==> run_1/logic_types.png <==
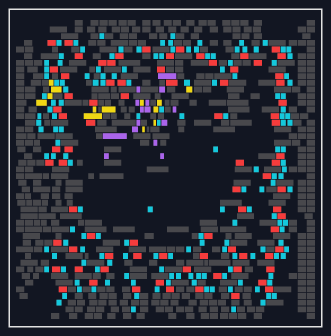
==> run_1/placement_by_type.png <==
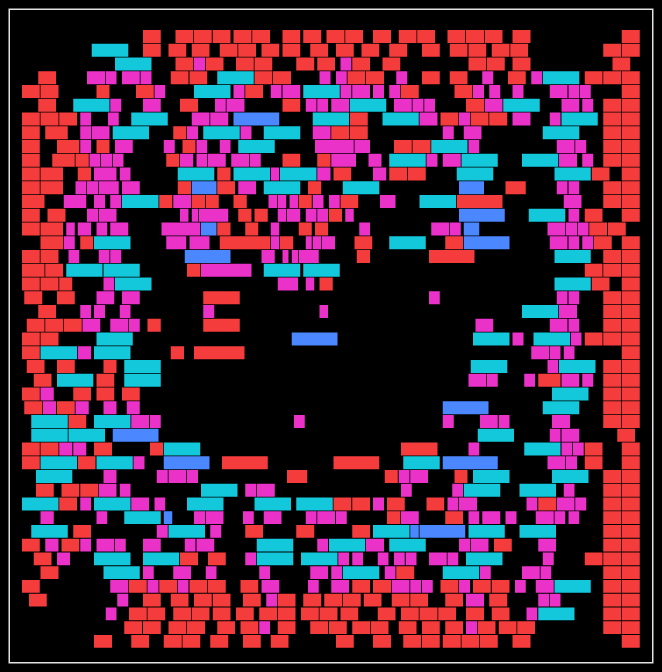
==> run_1/clk_routes.png <==
Bar = 50 µm.
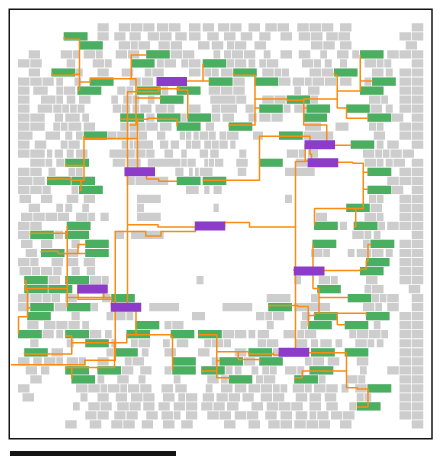
Design udt_ctrl_demux, sky130hd; sources not shown.
==> Slide: Implementation Results, run 1 <==
Flow Results at a Glance

Outcome
  • Status: complete, no violations

Critical path
  • Critical path, cell by cell: clkdlybuf4s50_1, nor4_2, and3_4, or3_4, a32oi_4, buf_12, buf_16, mux2i_1
  • Reg2reg setup slack: 0.16 ns
  • WP buf/inv: 3
  • CP max FO: 9
  • Crit path largest cell delay: 0.54 ns
  • Setup crit start kind: input pin
  • Crit path depth: 8
  • Cell family with most CP delay: buffers and inverters

Pwr
  • Top power group: registers
  • P_sw: 0.00103 W
  • Seq pwr: between 0.0015 and 0.002 W
  • Total design power: 0.00436 W

Die
  • Die W: between 100 and 150 µm
  • Die Y: 129 µm
  • # IOs: 318

Clock network
  • Postcts setup bufs: 0
  • H-tree Lvls: 3
  • Root buffer cell: clkbuf_16
  • Total CTS buffers: 9
  • Clk pin slew, worst setup/hold paths: 0.06 ns
  • Maximum clock path buffer count: 2

Synth
  • Top cells by area: dfxtp_1, buf_4, nand2b_1, mux2i_1, a21o_1
  • Yosys Instances: 555
  • YS warnings: 0
  • Syn nets: between 600 and 700
  • Synthesis area per yosys: between 5000 and 6000 µm²
  • Cell type with the largest total area: dfxtp_1
  • Mapped Cells: around 560
  • Yosys xor share: 0

Drt
  • Metal2 WL: 7.68 mm
  • M1 WL: approximately 6.2 mm

Global routing
  • Routing usage on met3: 0.0308
  • Grt peak-use layer: met2
  • First-pass GRT wire length: between 20 and 25 mm
  • Largest net degree at the start of global routing: about 60
  • Total congestion overflow: 0

Finish
  • ClkCell Share: 0.0373
  • Nets: roughly 840

STA
  • Final Hold Viols: 0
  • Slew headroom: 0.735
Notes on logic_types.png above:
Key: cyan = nand cells [cells 159, most used nand2b_1, where widely spread]; purple = aoi and oai cells [cells 15, most used a21oi_1]; yellow = nor cells [cells 13, most used nor4_1]; red = mux cells [cells 79, most used mux2i_1, where widely spread]
Commonest Layout Cell: clkdlybuf4s50_1
non-filler cells, final: 949
logic share of the area: 0.263

Notes on placement_by_type.png above:
Key: red = remaining buffers and delay cells [cells 363, share of their area 46%]; cyan = sequential cells [cells 94, share of their area 23%]; magenta = combinational and other logic [cells 288, share of their area 27%]; blue = clock drivers and dummy loads [cells 16, share of their area 3.8%]
post-route design area: 8320 µm²
row cnt: 45
core area: 15000 µm²
sequential cell area share: 0.226
Core Util, Final: 0.556

Notes on clk_routes.png above:
Key: green = flip-flops [count 94]; purple = clock drivers [count 9]; orange = clock wires [length 1210 µm]
Position of the flops: widely spread. There are 10 routed clock nets.
power in the clock group: 0.00161 W
Late-Pin Clk Latency: 0.34 ns
clk_skew: 0.00606 ns
Clock Power Share: 0.368

## run 1: cell usage in the layout, fill, tap and decap left out, types with 2 or more instances in the layout
| cell | n |
|---|---|
| buf_4 | 36 |
| a21oi_1 | 6 |
| mux2i_1 | 77 |
| and3b_1 | 2 |
| inv_1 | 2 |
| buf_6 | 2 |
| clkbuf_8 | 2 |
| clkinv_2 | 2 |
| dlymetal6s2s_1 | 10 |
| nor4_1 | 3 |
| clkbuf_16 | 13 |
| nor3_1 | 2 |
| buf_12 | 3 |
| buf_16 | 2 |
| nand2b_1 | 148 |
| dfxtp_1 | 94 |
| clkinv_4 | 2 |
| a21o_1 | 12 |
| nor2_1 | 2 |
| clkdlybuf4s50_1 | 305 |
| nand3b_1 | 2 |
| o31ai_1 | 2 |
| nand3_1 | 3 |
| nor4_2 | 2 |
| nand4_1 | 6 |
==> run 1 -> run 2 <==
HOLD_SLACK_MARGIN = default   (was 0.12)
==> run_2/logic_types.png <==
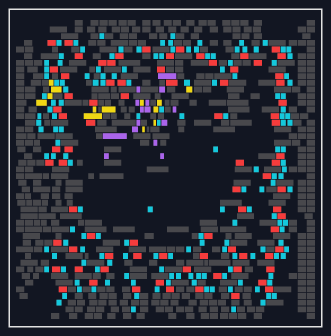

==> Slide: Implementation Results, run 2 <==
Flow Results at a Glance

Critical path
  • Reg2reg setup slack: 0.16 ns (about the same)
  • Crit path depth: 8 (unchanged)
  • Cell family with most CP delay: buffers and inverters (unchanged)
  • Crit path largest cell delay: 0.54 ns (about the same)
  • Critical path, cell by cell: clkdlybuf4s50_1, nor4_2, and3_4, or3_4, a32oi_4, buf_12, buf_16, mux2i_1 (unchanged)
  • Setup crit start kind: input pin (unchanged)
  • WP buf/inv: 3 (unchanged)

Synth
  • Mapped Cells: 555 (unchanged)
  • Syn nets: 634 (unchanged)
  • Top cells by area: dfxtp_1, buf_4, nand2b_1, mux2i_1, a21o_1 (unchanged)
  • Yosys xor share: 0 (unchanged)
  • Synthesis area per yosys: 5290 µm² (unchanged)
  • YS warnings: 0 (unchanged)
  • Yosys Instances: 555 (unchanged)
  • Post-synth EDFFs: 0 (unchanged)

Finish
  • Commonest Layout Cell: clkdlybuf4s50_1 (unchanged)
  • Nets: 835 (unchanged)
  • Non-filler cells, final: 949 (unchanged)
  • Most frequent cells in the layout: clkdlybuf4s50_1, nand2b_1, dfxtp_1, mux2i_1, buf_4 (unchanged)

Pwr
  • Clock Power Share: 0.368 (about the same)
  • Top power group: registers (unchanged)
  • Total design power: 0.00436 W (unchanged)
  • Power in the clock group: 0.00161 W (about the same)
  • P_sw: 0.00103 W (unchanged)

STA
  • Clk_skew: 0.00606 ns (unchanged)
  • Slew headroom: 0.735 (unchanged)
  • Final Hold Viols: 0 (unchanged)

Die
  • Core area: 15000 µm² (unchanged)
  • # IOs: 318 (unchanged)
  • Die W: 127 µm (unchanged)
  • Die Y: 129 µm (unchanged)
  • Row cnt: 45 (unchanged)

Clock network
  • Root buffer cell: clkbuf_16 (unchanged)
  • Clk pin slew, worst setup/hold paths: 0.06 ns (about the same)
  • Late-Pin Clk Latency: 0.34 ns (about the same)
  • Maximum clock path buffer count: 2 (unchanged)

Global routing
  • Largest net degree at the start of global routing: 61 (unchanged)

Drt
  • Highest metal used: met4 (unchanged)
  • Routed WL: 14.9 mm (unchanged)
  • M1 WL: 6.20 mm (unchanged)
  • Routed len/inst: 15.6 µm (unchanged)
  • Metal2 WL: 7.68 mm (unchanged)

Outcome
  • Status: complete, no violations (unchanged)
[run 2: cell counts after synthesis]
No cell type changed its count.
[run 2: timing repair]
action | in CTS | in global routing
pin swaps | 0 | 7
setup endpoints to repair | 1 | 83
resized | 2 | 21
setup buffers | 0 | 3
cloned | 0 | 7
[run 2: layout make-up]
class	count	area, µm²
Inverter	2	7.51
Clock buffer	11	253
Clock inverter	5	57.6
Timing Repair Buffer	363	3700
Fill cell	1249	6650
Sequential cell	94	1880
Tap cell	188	235
Multi-Input combinational cell	286	2190
[run 2: layer usage]
layer | up-vias | track usage
li1 | 2071 | -
met1 | 2024 | 0.188
met2 | 177 | 0.296
met3 | 10 | 0.0308
met4 | 0 | 0.0485
met5 | - | -
==> run_2/clocks.png <==
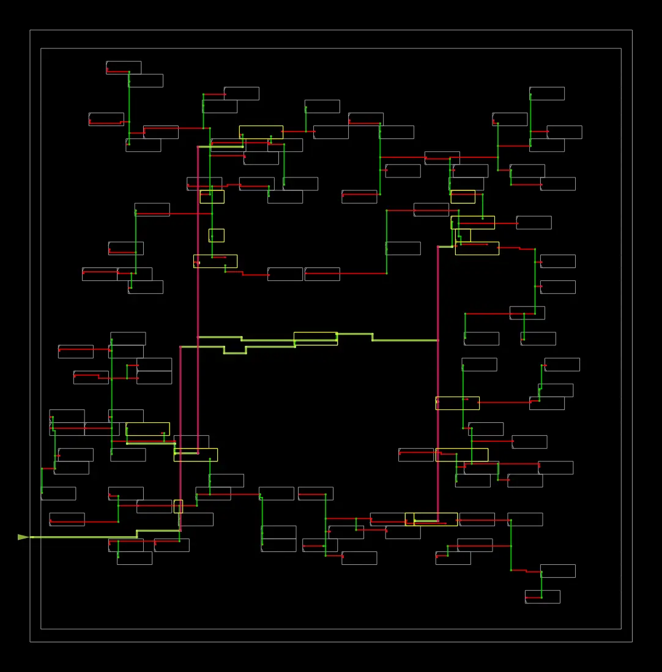

==> run 2 -> run 3 <==
GPL_TIMING_DRIVEN = 0   (was default)
==> run_3/clocks.png <==
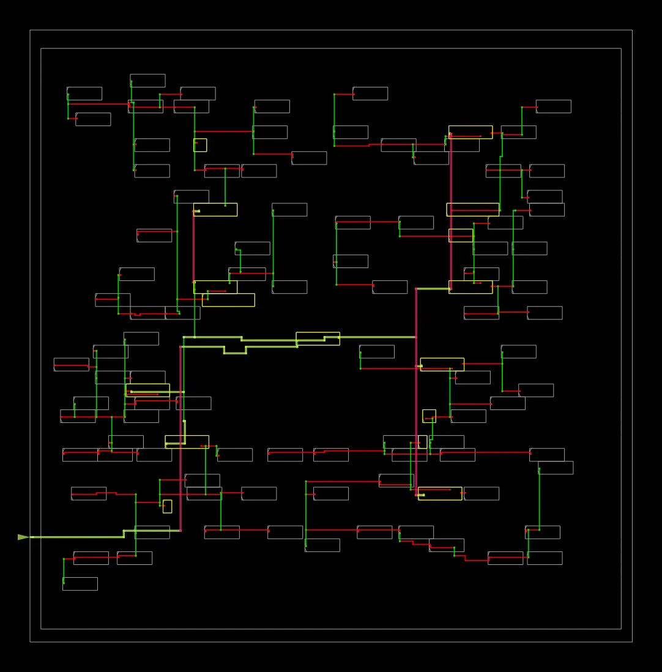
Clock Sinks: 94
total CTS buffers: 9
power in the clock group: 0.00170 W
flop count: 94
clock buf count: 12

==> Slide: Implementation Results, run 3 <==
Flow Results at a Glance

Synth
  • Top cells by area: dfxtp_1, buf_4, nand2b_1, mux2i_1, a21o_1 (unchanged)
  • Post-synth EDFFs: 0 (unchanged)
  • Mapped Cells: 555 (unchanged)
  • Yosys xor share: 0 (unchanged)

Finish
  • Logic area: 2210 µm² (was 2190 µm²)
  • Fillers: 1318 (was 1249)
  • Post-route design area: 9380 µm² (was 8320 µm²)

STA
  • Clk_skew: 0.00651 ns (was 0.00606 ns)
  • Final Hold Viols: 0 (unchanged)
  • Slew headroom: 0.608 (was 0.735)

Critical path
  • WP buf/inv: 4 (was 3)
  • Critical path, cell by cell: clkdlybuf4s50_1, mux2i_2, o211ai_4, buf_6, and4_4, a32oi_4, clkbuf_16, buf_12, mux2i_2 (was clkdlybuf4s50_1, nor4_2, and3_4, or3_4, a32oi_4, buf_12, buf_16, mux2i_1)
  • Cell family with most CP delay: buffers and inverters (unchanged)
  • CP max FO: 5 (was 9)
  • Reg2reg setup slack: 0.14 ns (was 0.16 ns)
  • Setup crit start kind: input pin (unchanged)
  • Crit path largest cell delay: 0.42 ns (was 0.54 ns)

Global routing
  • Total congestion overflow: 0 (unchanged)
  • Largest net degree at the start of global routing: 15 (was 61)

Clock network
  • Clk pin slew, worst setup/hold paths: 0.06 ns (about the same)
  • Root buffer cell: clkbuf_16 (unchanged)
  • H-tree Lvls: 3 (unchanged)

Drt
  • Routed WL: 15.9 mm (was 14.9 mm)
  • Routed len/inst: 14.6 µm (was 15.6 µm)

Pwr
  • Total design power: 0.00462 W (was 0.00436 W)
  • Top power group: registers (unchanged)

Die
  • Row cnt: 45 (unchanged)
  • # IOs: 318 (unchanged)

Outcome
  • Status: complete, no violations (unchanged)
[run 3: layout make-up]
| type | instances | area share |
|---|---|---|
| clock buffers | 12 | 0.0271 |
| clock inverters | 4 | 0.00747 |
| well taps | 188 | 0.0251 |
| plain buffers | 173 | 0.140 |
| multi-input cells | 286 | 0.235 |
| flip-flops and latches | 94 | 0.201 |
| repair buffers | 331 | 0.364 |
| inverters | 2 | 0.000800 |
[run 3: worst min-delay path, delay by kind of cell]
kind                   cells  cell delay [ns]
AND/OR/NAND/NOR            1             0.07
multiplexers               1             0.06
buffers and inverters      1             0.14
[run 3: what timing repair did]
action / 4_1_cts / 5_1_grt
setup endpoints to repair: 73 / 76
gates resized: 19 / 27
buffers inserted: 4 / 4
pin swaps: 3 / 3
gates cloned: 1 / 5
Power is estimated from default activity; no workload was simulated.
